--- config.mk ---
export PLATFORM = sky130hd
export DESIGN_NAME = branch_predict_unit
export DESIGN_NICKNAME = d
export VERILOG_FILES = /design/src/rtl/branch_predict_unit.sv
export SDC_FILE = /design/constraint.sdc
export NUM_CORES = 2
export LEC_CHECK = 0
export CAP_MARGIN = 10
export CORE_ASPECT_RATIO = 1.5
export CORE_UTILIZATION = 39
export DETAILED_ROUTE_END_ITERATION = 12
export HOLD_SLACK_MARGIN = 0.08
export PLACE_DENSITY_LB_ADDON = 0.15
export SLEW_MARGIN = 20
export SYNTH_ARGS = -nofsm -noshare
export SYNTH_HDL_FRONTEND = slang
export SYNTH_SLANG_ARGS = --single-unit
--- constraint.sdc ---
create_clock -name clk -period 8.5 [get_ports clk]
set_input_delay 1.7 -clock clk [delete_from_list [all_inputs] [get_ports clk]]
set_output_delay 1.7 -clock clk [all_outputs]
set_load 0.05 [all_outputs]
--- src/rtl/branch_predict_unit.sv ---
// Dynamic branch predictor: direct-mapped BTB with per-entry saturating counters and mispredict redirect.
// Optional branch/mispredict statistics counters are enabled with `define BPU_STATS_EN.
module branch_predict_unit #(
  parameter int XLEN    = 32,
  parameter int ENTRIES = 16,
  parameter int CTR_W   = 2
) (
  input  logic            clk,
  input  logic            rst,
  input  logic [XLEN-1:0] pcF,
  output logic            pred_takenF,
  output logic [XLEN-1:0] next_pcF,
  input  logic            BranchE,
  input  logic [XLEN-1:0] PCE,
  input  logic [XLEN-1:0] PCplus4E,
  input  logic [XLEN-1:0] PCtargetE,
  input  logic            takenE,
  input  logic            pred_takenE,
  input  logic [XLEN-1:0] pred_targetE,
  output logic            mispredictE,
  output logic [XLEN-1:0] redirect_pcE,
  output logic            FlushD,
  output logic            FlushE
`ifdef BPU_STATS_EN
  ,
  output logic [31:0]     br_countO,
  output logic [31:0]     mispred_countO
`endif
);

  localparam int IDX_W = $clog2(ENTRIES);
  localparam int TAG_W = XLEN - IDX_W - 2;

  typedef logic [CTR_W-1:0] ctr_t;
  localparam ctr_t CTR_MAX = '1;
  localparam ctr_t CTR_WT  = ctr_t'(1) << (CTR_W - 1);
  localparam ctr_t CTR_WNT = CTR_WT - ctr_t'(1);

  logic             validQ  [ENTRIES];
  logic [TAG_W-1:0] tagQ    [ENTRIES];
  logic [XLEN-1:0]  targetQ [ENTRIES];
  ctr_t             ctrQ    [ENTRIES];

  logic [IDX_W-1:0] idxF, idxE;
  logic [TAG_W-1:0] tagF, tagE;
  logic             hitF, hitE;
  logic             unusedPceLow;

  assign idxF = pcF[IDX_W+1:2];
  assign tagF = pcF[XLEN-1:IDX_W+2];
  assign idxE = PCE[IDX_W+1:2];
  assign tagE = PCE[XLEN-1:IDX_W+2];
  assign unusedPceLow = ^PCE[1:0];

  // Lookup reads the registered table, so a same-cycle update to the same index is not bypassed.
  assign hitF        = validQ[idxF] && (tagQ[idxF] == tagF);
  assign pred_takenF = hitF && ctrQ[idxF][CTR_W-1];
  assign next_pcF    = pred_takenF ? targetQ[idxF] : pcF + XLEN'(4);

  assign hitE = validQ[idxE] && (tagQ[idxE] == tagE);

  // Resolution outputs are held quiet while reset is asserted.
  assign mispredictE  = rst && BranchE &&
                        ((takenE != pred_takenE) || (takenE && (pred_targetE != PCtargetE)));
  assign redirect_pcE = (rst && takenE) ? PCtargetE : PCplus4E;
  assign FlushD       = mispredictE;
  assign FlushE       = mispredictE;

  // NOTE: every table entry is reset so stale targets/counters never leak out after reset.
  always_ff @(posedge clk or negedge rst) begin
    if (!rst) begin
      for (int i = 0; i < ENTRIES; i++) begin
        validQ[i]  <= 1'b0;
        tagQ[i]    <= '0;
        targetQ[i] <= '0;
        ctrQ[i]    <= CTR_WNT;
      end
    end else if (BranchE) begin
      if (hitE) begin
        if (takenE) begin
          if (ctrQ[idxE] != CTR_MAX) ctrQ[idxE] <= ctrQ[idxE] + ctr_t'(1);
          targetQ[idxE] <= PCtargetE;
        end else if (ctrQ[idxE] != '0) begin
          ctrQ[idxE] <= ctrQ[idxE] - ctr_t'(1);
        end
      end else if (takenE) begin
        validQ[idxE]  <= 1'b1;
        tagQ[idxE]    <= tagE;
        targetQ[idxE] <= PCtargetE;
        ctrQ[idxE]    <= CTR_WT;
      end
    end
  end

`ifdef BPU_STATS_EN
  always_ff @(posedge clk or negedge rst) begin
    if (!rst) begin
      br_countO      <= '0;
      mispred_countO <= '0;
    end else begin
      if (BranchE)     br_countO      <= br_countO + 32'd1;
      if (mispredictE) mispred_countO <= mispred_countO + 32'd1;
    end
  end
`endif

endmodule

==> results_dict.tcl <==
# collected from the flow reports
set metrics [dict create \
    run_status "finished clean" \
    cpPeakStageDelay_ps 560 \
    critical-path-slowest-cell "sky130_fd_sc_hd__mux4_2" \
    commonest_non_fill_non_tap_cells_in_the_layout "960 x sky130_fd_sc_hd__dfrtp_1, 604 x sky130_fd_sc_hd__mux2_2, 560 x sky130_fd_sc_hd__nand2_1, 369 x sky130_fd_sc_hd__mux4_2, 220 x sky130_fd_sc_hd__mux2_1" \
    die_h_um 443 \
    combinationalPowerShare_pct 20.5 \
    nets 4023 \
    gp_routability_congestion 0.853 \
    endpoint_of_the_worst_slack_reg_to_reg_timing_path "tagQ[82]$_DFFE_PN0P_" \
    post_synth_instance_area_mm2 0.0505 \
    clk_buf_depth 3 \
    cts_inserted_buffers 100 \
    crit_fanout 60 \
    setup.worst_path.class "in -> out" \
    ys_async_sr_fraction_pct 100 \
    timing.max_slew.rel_slack_pct 26.1 \
    path_cells "buf_8 > buf_4 > mux4_2 > mux4_2 > xnor2_1 > nand4_1 > or3_1 > nor4_4 > buf_12 > o21ai_0 > buf_12" \
    drtIter0Drc 2559 \
    warnings 32 \
    yosys_area_mm2 0.0505 \
    die.size.x_um 296 \
    detailedPlacementHpwl_um 103000 \
    power.ir.vdd_worst_mv 0.157 \
    arr_time_crit_path_ps 6090 \
    initial_antenna_violation_count 9 \
    cts.repair_timing.setup_buffer_count 0 \
    fin_crit_ps 7790 \
    grt_pass1_wl_um 243000 \
    clk_pin_slew_worst_paths_ps 60 \
    cts_hold_buffers 0 \
    switchingPower_mw 3.72 \
    worst_r2r_path_depth 11 \
    timing.critical_path.to_type "primary output" \
    synth_stat.cells 3760 \
    syn_to_final_growth_pct 15.2 \
    cts_tree "done" \
    vias 32599 \
    ratio_of_final_minimum_period_to_clock_period_pct 91.7 \
    routed_wire_length_per_instance_um 29.0 \
    setup-tns-final_ps 0 \
    detail-route-antenna-nets 0 \
    finalClockSkew_ps 29.6 \
    finalSetupViolCount 0 \
    min_path_type "reg -> reg" \
    die-area_mm2 0.131 \
    power.share.sequential_pct 45.9 \
    timing.max_cap.violations 0 \
    first_global_vias 34070 \
    vias_per_cell 5.77 \
    worstMarginPinSlew_ps 1110 \
    syn_area_per_cell_um2 13.4 \
    yosys_most_used_dff "sky130_fd_sc_hd__dfrtp_1" \
    io_pins 233 \
    clock_power_share_pct 33.7 \
    fmax_ghz 0.128 \
    filler_cell_count 11655 \
    ys_ff 976 \
    io_buffers 230 \
    pins_over_their_slew_limit 0 \
    reg2reg_setup_slack_ps 4250 \
    critical_path_required_ps 6800 \
    clock_sink_count 976 \
    cts-root-buf "sky130_fd_sc_hd__clkbuf_16" \
    critical_path.reg2reg.startpoint "tagQ[175]$_DFFE_PN0P_" \
    cell_internal_pwr_mw 9.57 \
    hold_viol 0 \
    syn-instance-count 3760 \
    cts_htree_levels 3 \
    min_delay_path_depth 2 \
    seq_area_frac_synth_pct 48.4 \
    rsz0062_at_grt "no" \
    fp.coreArea_mm2 0.128 \
    floorplan.rows 161 \
    core_density_at_floorplan_pct 39.3 \
]
## power by group through the flow
stage | clock network [mW] | registers [mW] | logic [mW]
after global routing | 4.75 | 6.21 | 2.93
final | 4.47 | 6.09 | 2.72
after global placement | 0 | 6.14 | 2.70
after detailed placement | 0 | 6.17 | 2.74
after CTS | 4.58 | 6.08 | 2.75
after floorplan | 0 | 5.96 | 1.97
## area by class of cell
class	count	area, µm²	area share (%)
Multi-Input combinational cell	2409	24700	42.5
Sequential cell	976	24400	42.0
Timing Repair Buffer	351	3540	6.09
Clock buffer	152	2910	5.00
Tap cell	1711	2140	3.68
Clock inverter	29	359	0.618
Inverter	17	63.8	0.110
Antenna cell	3	7.51	0.0129
## stage by stage
stage	std cells	hold slack, ps	setup slack, ps	area (µm²)	total power, mW
after floorplan	3760	441	760	50500	7.93
after global placement	5464	454	647	54900	8.84
after detailed placement	5464	458	636	54900	8.91
after CTS	5645	473	636	58100	13.4
after global routing	5647	486	478	58100	13.9
final	5648	470	707	58200	13.3
## registers in the layout (all words and copies together), names as in the netlist
name,flops
tagQ,416
ctrQ,32
targetQ,512
validQ,16
## routing by layer
layer / share of wire [%] / vias up / global-route usage, %
li1: - / 13892 / -
met1: 43 / 17596 / 34.7
met2: 50 / 885 / 42.3
met3: 4.5 / 220 / 3.16
met4: 3.1 / 6 / 8.17
met5: 0.020 / - / 0
## cell usage after synthesis (all sizes together) (3+ instances only)
cell	instances	area share [%]
o21ai	46	0.46
nand2b	11	0.14
a22oi	31	0.46
nor3	33	0.34
ha	3	0.074
a41oi	3	0.052
and2	10	0.12
a21oi	24	0.24
a211o	4	0.069
nor2	46	0.39
dfstp	16	0.83
mux2i	90	1.8
a211oi	8	0.12
o211ai	6	0.089
and4	13	0.23
a21boi	4	0.059
nor4	10	0.15
mux4	369	16
or4	3	0.045
a31o	3	0.052
a31oi	4	0.050
xnor2	66	1.1
mux2	824	18
clkbuf	230	1.7
and3	6	0.074
a21o	6	0.089
nand2	564	4.2
o31ai	3	0.045
nand3	30	0.30
xor2	60	1.0
o22ai	15	0.19
o22a	7	0.12
dfrtp	960	48
inv	15	0.11
buf	128	1.3
nor2b	17	0.21
nand3b	4	0.059
or2	25	0.31
or3	8	0.099
nand4	29	0.36
## how the worst max path moves through the flow
stage / to / startpoint / slack, ps
detailed placement: next_pcF[4] / pcF[2] / 640
CTS: next_pcF[4] / pcF[2] / 640
global route: next_pcF[4] / pcF[2] / 480
floorplan: next_pcF[2] / pcF[2] / 760
global placement: next_pcF[4] / pcF[2] / 650
finish: next_pcF[4] / pcF[2] / 710
## logic make-up (layout without fill, tap and decap cells)
group / Yosys count / count (layout) / share of synthesized area (%)
adders and majority gates: 3 / 3 / 0.0744
muxes: 1283 / 1283 / 36.6
AOI/OAI and AO/OA: 184 / 184 / 2.46
and+or+nand+nor: 813 / 813 / 7.11
xor gates and xnor gates: 126 / 126 / 2.19
buffers and inverters: 375 / 549 / 3.11
other: 0 / 3 / 0
DFF: 976 / 976 / 48.4
## critical path: cells and delay by family
family | cells | cell delay, ps
buffers and inverters | 4 | 1510
and+or+nand+nor | 3 | 1060
xor gates and xnor gates | 1 | 230
AOI/OAI and AO/OA | 1 | 390
muxes | 2 | 1080
**Metal 1**

Drawn at 1 px/µm. Supply wires on this layer in gray.
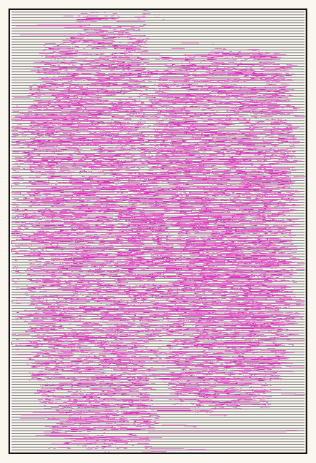
main direction: horizontal
nets with wire on the layer: 3752
longest straight run: 138 µm
wire length on this layer: 70.3 mm

**Metal layers overlaid**

Drawn at 1 px/µm. Only two layers are drawn.
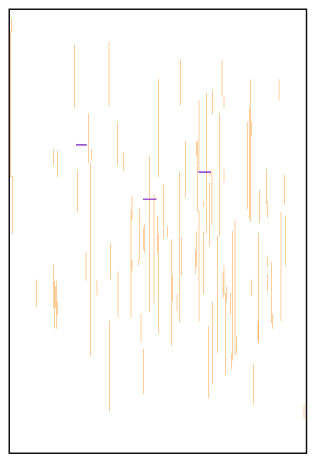
legend:
  M4:
    color: orange
    wire_length: 5050 µm
  M5:
    color: purple
    wire_length: 32.2 µm

**Routing congestion**

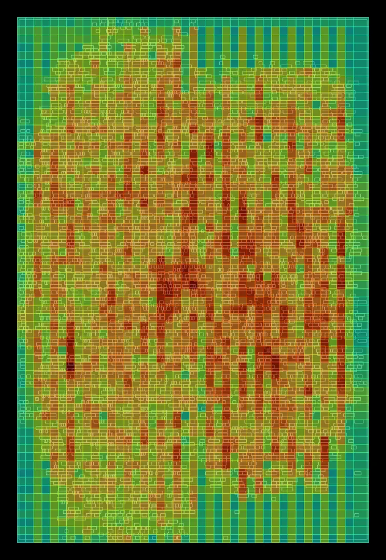
Total Routing Usage GR: 25.5%
met3 usage in global routing: 3.16%
final core utilization: 45.3%
met1 Use GR: 34.7%
busiest layer in global routing: met2

No activity file was given, so power comes from the tool's default toggle rates.
